Fig. 1: cells coloured by class
The bar under the picture is 20 um long.
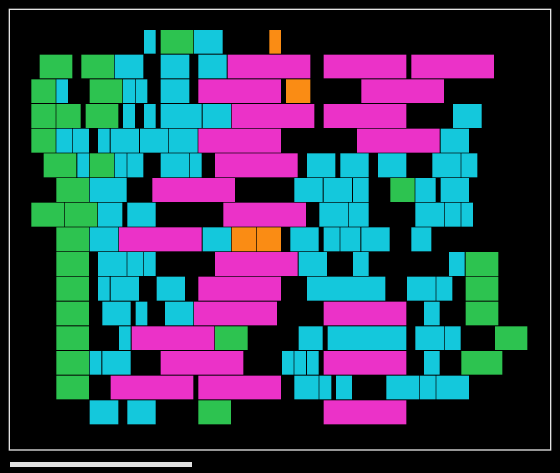
Fig. 2: placement density heat map
The bar under the picture is 20 um long. 12 x 10 tiles, from dark purple (low) to yellow (high), 0 to 100% covered.
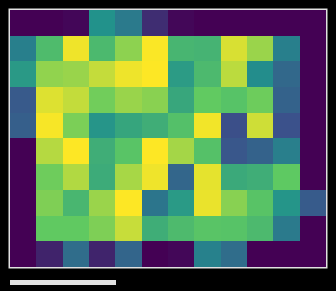
Fig. 3: signal metal coverage by tile
12 x 10 tiles, from dark purple (low) to yellow (high), scaled to the fullest tile. Values are wire area over tile area, all layers added.
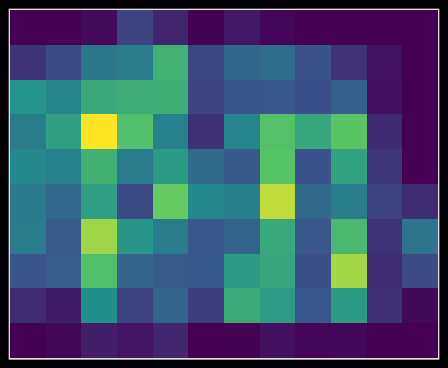
Fig. 4: clock routing
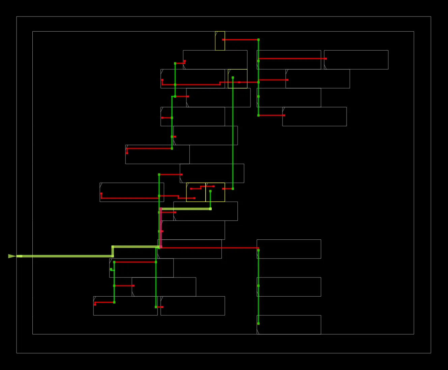
**config.mk**
```make
export PLATFORM = sky130hd
export DESIGN_NAME = hazard_unit_flat
export DESIGN_NICKNAME = d
export VERILOG_FILES = /design/src/rtl/hazard_unit_pkg.sv /design/src/rtl/hazard_unit_if.sv /design/src/rtl/hazard_unit_fwd_sel.sv /design/src/rtl/hazard_unit.sv /design/src/flat_wrapper.sv
export SDC_FILE = /design/constraint.sdc
export NUM_CORES = 1
export LEC_CHECK = 0
export CAP_MARGIN = 20
export CORE_ASPECT_RATIO = 0.8
export CORE_MARGIN = 2
export CORE_UTILIZATION = 50
export CTS_CLUSTER_DIAMETER = 60
export DETAILED_ROUTE_END_ITERATION = 7
export PLACE_DENSITY = 0.8
export REMOVE_ABC_BUFFERS = 1
export SYNTH_ARGS = -nofsm -noshare
export SYNTH_HDL_FRONTEND = slang
export SYNTH_HIERARCHICAL = 1
export SYNTH_SLANG_ARGS = --single-unit
export TNS_END_PERCENT = 50
```
**constraint.sdc**
```tcl
create_clock -name clk -period 2.75 [get_ports clk]
set_input_delay 0.4125 -clock clk [delete_from_list [all_inputs] [get_ports clk]]
set_output_delay 0.4125 -clock clk [all_outputs]
set_load 0.03 [all_outputs]
```
**src/rtl/hazard_unit_pkg.sv**
```systemverilog
// Shared pipeline definitions: execute-stage bypass select encodings,
// used by the hazard unit and by the execute-stage operand muxes.
package hazard_unit_pkg;

    typedef enum logic [1:0] {
        FWD_RF  = 2'b00,
        FWD_WB  = 2'b01,
        FWD_MEM = 2'b10
    } fwd_sel_e;

endpackage : hazard_unit_pkg

```
**src/rtl/hazard_unit_if.sv**
```systemverilog
// Decode/execute hazard signals exchanged between the pipeline datapath
// (master) and the hazard unit (slave).
interface hazard_unit_if #(
    parameter int REGW = 5
) ();

    logic [REGW-1:0] rs_D;
    logic [REGW-1:0] rt_D;
    logic [REGW-1:0] writereg_E;
    logic            regwrite_E;
    logic            memtoreg_E;
    logic            branch_taken_E;
    logic [1:0]      forward_A;
    logic [1:0]      forward_B;
    logic            stall_F;
    logic            stall_D;
    logic            flush_D;
    logic            flush_E;

    modport master (
        output rs_D, rt_D, writereg_E, regwrite_E, memtoreg_E, branch_taken_E,
        input  forward_A, forward_B, stall_F, stall_D, flush_D, flush_E
    );

    modport slave (
        input  rs_D, rt_D, writereg_E, regwrite_E, memtoreg_E, branch_taken_E,
        output forward_A, forward_B, stall_F, stall_D, flush_D, flush_E
    );

endinterface : hazard_unit_if

```
**src/rtl/hazard_unit_fwd_sel.sv**
```systemverilog
// Bypass select for one execute-stage source operand; the MEM producer is
// younger than the WB producer, so it is checked first.
module fwd_sel
    import hazard_unit_pkg::*;
#(
    parameter int REGW = 5
) (
    input  logic [REGW-1:0] src_i,
    input  logic [REGW-1:0] writereg_m_i,
    input  logic            regwrite_m_i,
    input  logic            memtoreg_m_i,
    input  logic [REGW-1:0] writereg_w_i,
    input  logic            regwrite_w_i,
    output fwd_sel_e        sel_o
);

    logic mem_hit_s;
    logic wb_hit_s;

    // Register 0 is hard-wired, so it never takes a bypass; a load in MEM has no data yet
    always_comb begin
        mem_hit_s = regwrite_m_i && !memtoreg_m_i &&
                    (writereg_m_i != {REGW{1'b0}}) && (writereg_m_i == src_i);
        wb_hit_s  = regwrite_w_i &&
                    (writereg_w_i != {REGW{1'b0}}) && (writereg_w_i == src_i);
        sel_o     = FWD_RF;
        if (mem_hit_s) begin
            sel_o = FWD_MEM;
        end else if (wb_hit_s) begin
            sel_o = FWD_WB;
        end else begin
            sel_o = FWD_RF;
        end
    end

endmodule : fwd_sel

```
**src/rtl/hazard_unit.sv**
```systemverilog
// Pipeline hazard unit: tracks EX sources and MEM/WB destinations to drive
// execute bypass selects, load-use stalls and taken-branch flushes.
module hazard_unit
    import hazard_unit_pkg::*;
#(
    parameter int REGW = 5
) (
    input  logic        clk,
    input  logic        reset,
    hazard_unit_if.slave hz
);

    logic [REGW-1:0] rs_e_q, rs_e_d;
    logic [REGW-1:0] rt_e_q, rt_e_d;
    logic [REGW-1:0] writereg_m_q, writereg_m_d;
    logic            regwrite_m_q, regwrite_m_d;
    logic            memtoreg_m_q, memtoreg_m_d;
    logic [REGW-1:0] writereg_w_q, writereg_w_d;
    logic            regwrite_w_q, regwrite_w_d;

    logic            load_use_s;
    logic            stall_s;
    logic            flush_d_s;
    logic            flush_e_s;
    fwd_sel_e        fwd_a_s;
    fwd_sel_e        fwd_b_s;

    // Hazard decisions; a taken branch squashes the stalled instruction anyway
    always_comb begin
        load_use_s = hz.regwrite_E && hz.memtoreg_E &&
                     (hz.writereg_E != {REGW{1'b0}}) &&
                     ((hz.writereg_E == hz.rs_D) || (hz.writereg_E == hz.rt_D));
        stall_s    = 1'b0;
        flush_d_s  = 1'b0;
        flush_e_s  = 1'b0;
        if (reset) begin
            stall_s   = 1'b0;
            flush_d_s = 1'b0;
            flush_e_s = 1'b0;
        end else if (hz.branch_taken_E) begin
            flush_d_s = 1'b1;
            flush_e_s = 1'b1;
        end else if (load_use_s) begin
            stall_s   = 1'b1;
            flush_e_s = 1'b1;
        end else begin
            stall_s   = 1'b0;
        end
    end

    // Next-state of the tracked stage fields; MEM and WB always advance
    always_comb begin
        if (flush_e_s) begin
            rs_e_d = {REGW{1'b0}};
            rt_e_d = {REGW{1'b0}};
        end else begin
            rs_e_d = hz.rs_D;
            rt_e_d = hz.rt_D;
        end
        writereg_m_d = hz.writereg_E;
        regwrite_m_d = hz.regwrite_E;
        memtoreg_m_d = hz.memtoreg_E;
        writereg_w_d = writereg_m_q;
        regwrite_w_d = regwrite_m_q;
    end

    // Stage tracking registers
    always_ff @(posedge clk or posedge reset) begin
        if (reset) begin
            rs_e_q       <= {REGW{1'b0}};
            rt_e_q       <= {REGW{1'b0}};
            writereg_m_q <= {REGW{1'b0}};
            regwrite_m_q <= 1'b0;
            memtoreg_m_q <= 1'b0;
            writereg_w_q <= {REGW{1'b0}};
            regwrite_w_q <= 1'b0;
        end else begin
            rs_e_q       <= rs_e_d;
            rt_e_q       <= rt_e_d;
            writereg_m_q <= writereg_m_d;
            regwrite_m_q <= regwrite_m_d;
            memtoreg_m_q <= memtoreg_m_d;
            writereg_w_q <= writereg_w_d;
            regwrite_w_q <= regwrite_w_d;
        end
    end

    fwd_sel #(.REGW(REGW)) u_fwd_a (
        .src_i        (rs_e_q),
        .writereg_m_i (writereg_m_q),
        .regwrite_m_i (regwrite_m_q),
        .memtoreg_m_i (memtoreg_m_q),
        .writereg_w_i (writereg_w_q),
        .regwrite_w_i (regwrite_w_q),
        .sel_o        (fwd_a_s)
    );

    fwd_sel #(.REGW(REGW)) u_fwd_b (
        .src_i        (rt_e_q),
        .writereg_m_i (writereg_m_q),
        .regwrite_m_i (regwrite_m_q),
        .memtoreg_m_i (memtoreg_m_q),
        .writereg_w_i (writereg_w_q),
        .regwrite_w_i (regwrite_w_q),
        .sel_o        (fwd_b_s)
    );

    assign hz.forward_A = fwd_a_s;
    assign hz.forward_B = fwd_b_s;
    assign hz.stall_F   = stall_s;
    assign hz.stall_D   = stall_s;
    assign hz.flush_D   = flush_d_s;
    assign hz.flush_E   = flush_e_s;

endmodule : hazard_unit

```
**src/flat_wrapper.sv**
```systemverilog
// flat-port wrapper written by rule: the top's interface ports become plain ports
module hazard_unit_flat import hazard_unit_pkg::*;
#(
    parameter int REGW = 5
)
  (clk, reset, hz_rs_D, hz_rt_D, hz_writereg_E, hz_regwrite_E, hz_memtoreg_E, hz_branch_taken_E, hz_forward_A, hz_forward_B, hz_stall_F, hz_stall_D, hz_flush_D, hz_flush_E);
  hazard_unit_if #(.REGW(REGW)) hz_i ();
  input  logic clk;
  input  logic reset;
  input wire logic [$bits(hz_i.rs_D)-1:0] hz_rs_D;
  input wire logic [$bits(hz_i.rt_D)-1:0] hz_rt_D;
  input wire logic [$bits(hz_i.writereg_E)-1:0] hz_writereg_E;
  input wire logic [$bits(hz_i.regwrite_E)-1:0] hz_regwrite_E;
  input wire logic [$bits(hz_i.memtoreg_E)-1:0] hz_memtoreg_E;
  input wire logic [$bits(hz_i.branch_taken_E)-1:0] hz_branch_taken_E;
  output wire logic [$bits(hz_i.forward_A)-1:0] hz_forward_A;
  output wire logic [$bits(hz_i.forward_B)-1:0] hz_forward_B;
  output wire logic [$bits(hz_i.stall_F)-1:0] hz_stall_F;
  output wire logic [$bits(hz_i.stall_D)-1:0] hz_stall_D;
  output wire logic [$bits(hz_i.flush_D)-1:0] hz_flush_D;
  output wire logic [$bits(hz_i.flush_E)-1:0] hz_flush_E;
  assign hz_i.rs_D = hz_rs_D;
  assign hz_i.rt_D = hz_rt_D;
  assign hz_i.writereg_E = hz_writereg_E;
  assign hz_i.regwrite_E = hz_regwrite_E;
  assign hz_i.memtoreg_E = hz_memtoreg_E;
  assign hz_i.branch_taken_E = hz_branch_taken_E;
  assign hz_forward_A = hz_i.forward_A;
  assign hz_forward_B = hz_i.forward_B;
  assign hz_stall_F = hz_i.stall_F;
  assign hz_stall_D = hz_i.stall_D;
  assign hz_flush_D = hz_i.flush_D;
  assign hz_flush_E = hz_i.flush_E;
  hazard_unit #(.REGW(REGW)) u_core (.clk(clk), .reset(reset), .hz(hz_i));
endmodule
```
==> notes.md <==
Physical design

The flow ran to the end, and the final reports show no timing, DRC or antenna violations. The number of clock sinks seen by CTS stands at 23. Yosys printed 6 warnings.

The worst-case vdd ir drop stands at 0.217 mV. Total power for the finished layout comes to 668 uW. The via count of the first global-routing pass stands at 958. The initial antenna violation count came to 0. For reference, the top logic cell family by area is XOR/XNOR gates. The number of signal-net buffers in the layout stands at 29.

On met3, the global router reports a usage of 0.0455. The startpoint identified for the worst hold timing path is u_core/regwrite_m_q$_DFF_PP0_. Counting endpoints that fail hold in the final report gives 0. Before antenna repair, the detailed router went through 4 iterations. Summed over all routing layers, the global router reports a total usage of 0.196.

The tally of nets with antenna violations remaining after routing stands at 0. The post-synthesis instance area stands at 0.00123 sq mm. Of the total power, the clock network draws 0.217. STA shows the worst min-delay path finishing at u_core/regwrite_w_q$_DFF_PP0_. The commonest cells after synthesis are sky130_fd_sc_hd__dfrtp_1 (23), sky130_fd_sc_hd__xnor2_1 (18), sky130_fd_sc_hd__nand2_1 (13), sky130_fd_sc_hd__a21oi_2 (10), sky130_fd_sc_hd__xor2_1 (8). Combinational power for this build is 142 uW. Relative to the synthesized area, the layout overhead comes to 24.4%. Per the synthesis report, the simple-gate share of the synthesized area is 0.166. The count of library flops with an enable pin stands at 0.

The area of all sequential standard cells stands at 576 sq um.
## Picture notes: Fig. 1
| class | colour | cells |
|---|---|---|
| remaining logic cells | cyan | 86 |
| registers | magenta | 23 |
| clock drivers and dummy loads | orange | 4 |
| remaining buffers and delay cells | green | 29 |
cell area after layout: 0.00153 sq mm
Core Region: 0.00238 sq mm
cell row count: 16
sequential share of cell area: 0.376
Post-Route Utilization: 0.643

## Picture notes: Fig. 2
nearly empty tiles: 22%
densest ninth of the die: centre
fullest tile: 100%
mean over tiles: 52%
starting utilization of the core area: 0.517

## Picture notes: Fig. 3
mean over tiles: 0.14
fullest tile: 0.44
tiles over half the peak: 24%
nearly empty tiles: 16%
emptiest ninth of the die: north-east
Via Count: 917
routed wire length per instance: 14.8 um
wire length after detailed routing: 2510 um

## Picture notes: Fig. 4
Insertion Delay late pin: 0.29 ns
clock tree skew after final layout: 0.000538 ns
reported clock group power: 145 uW
clock buffer count from CTS: 3
sequential cell count of the final layout: 23

Power is estimated from default activity; no workload was simulated.
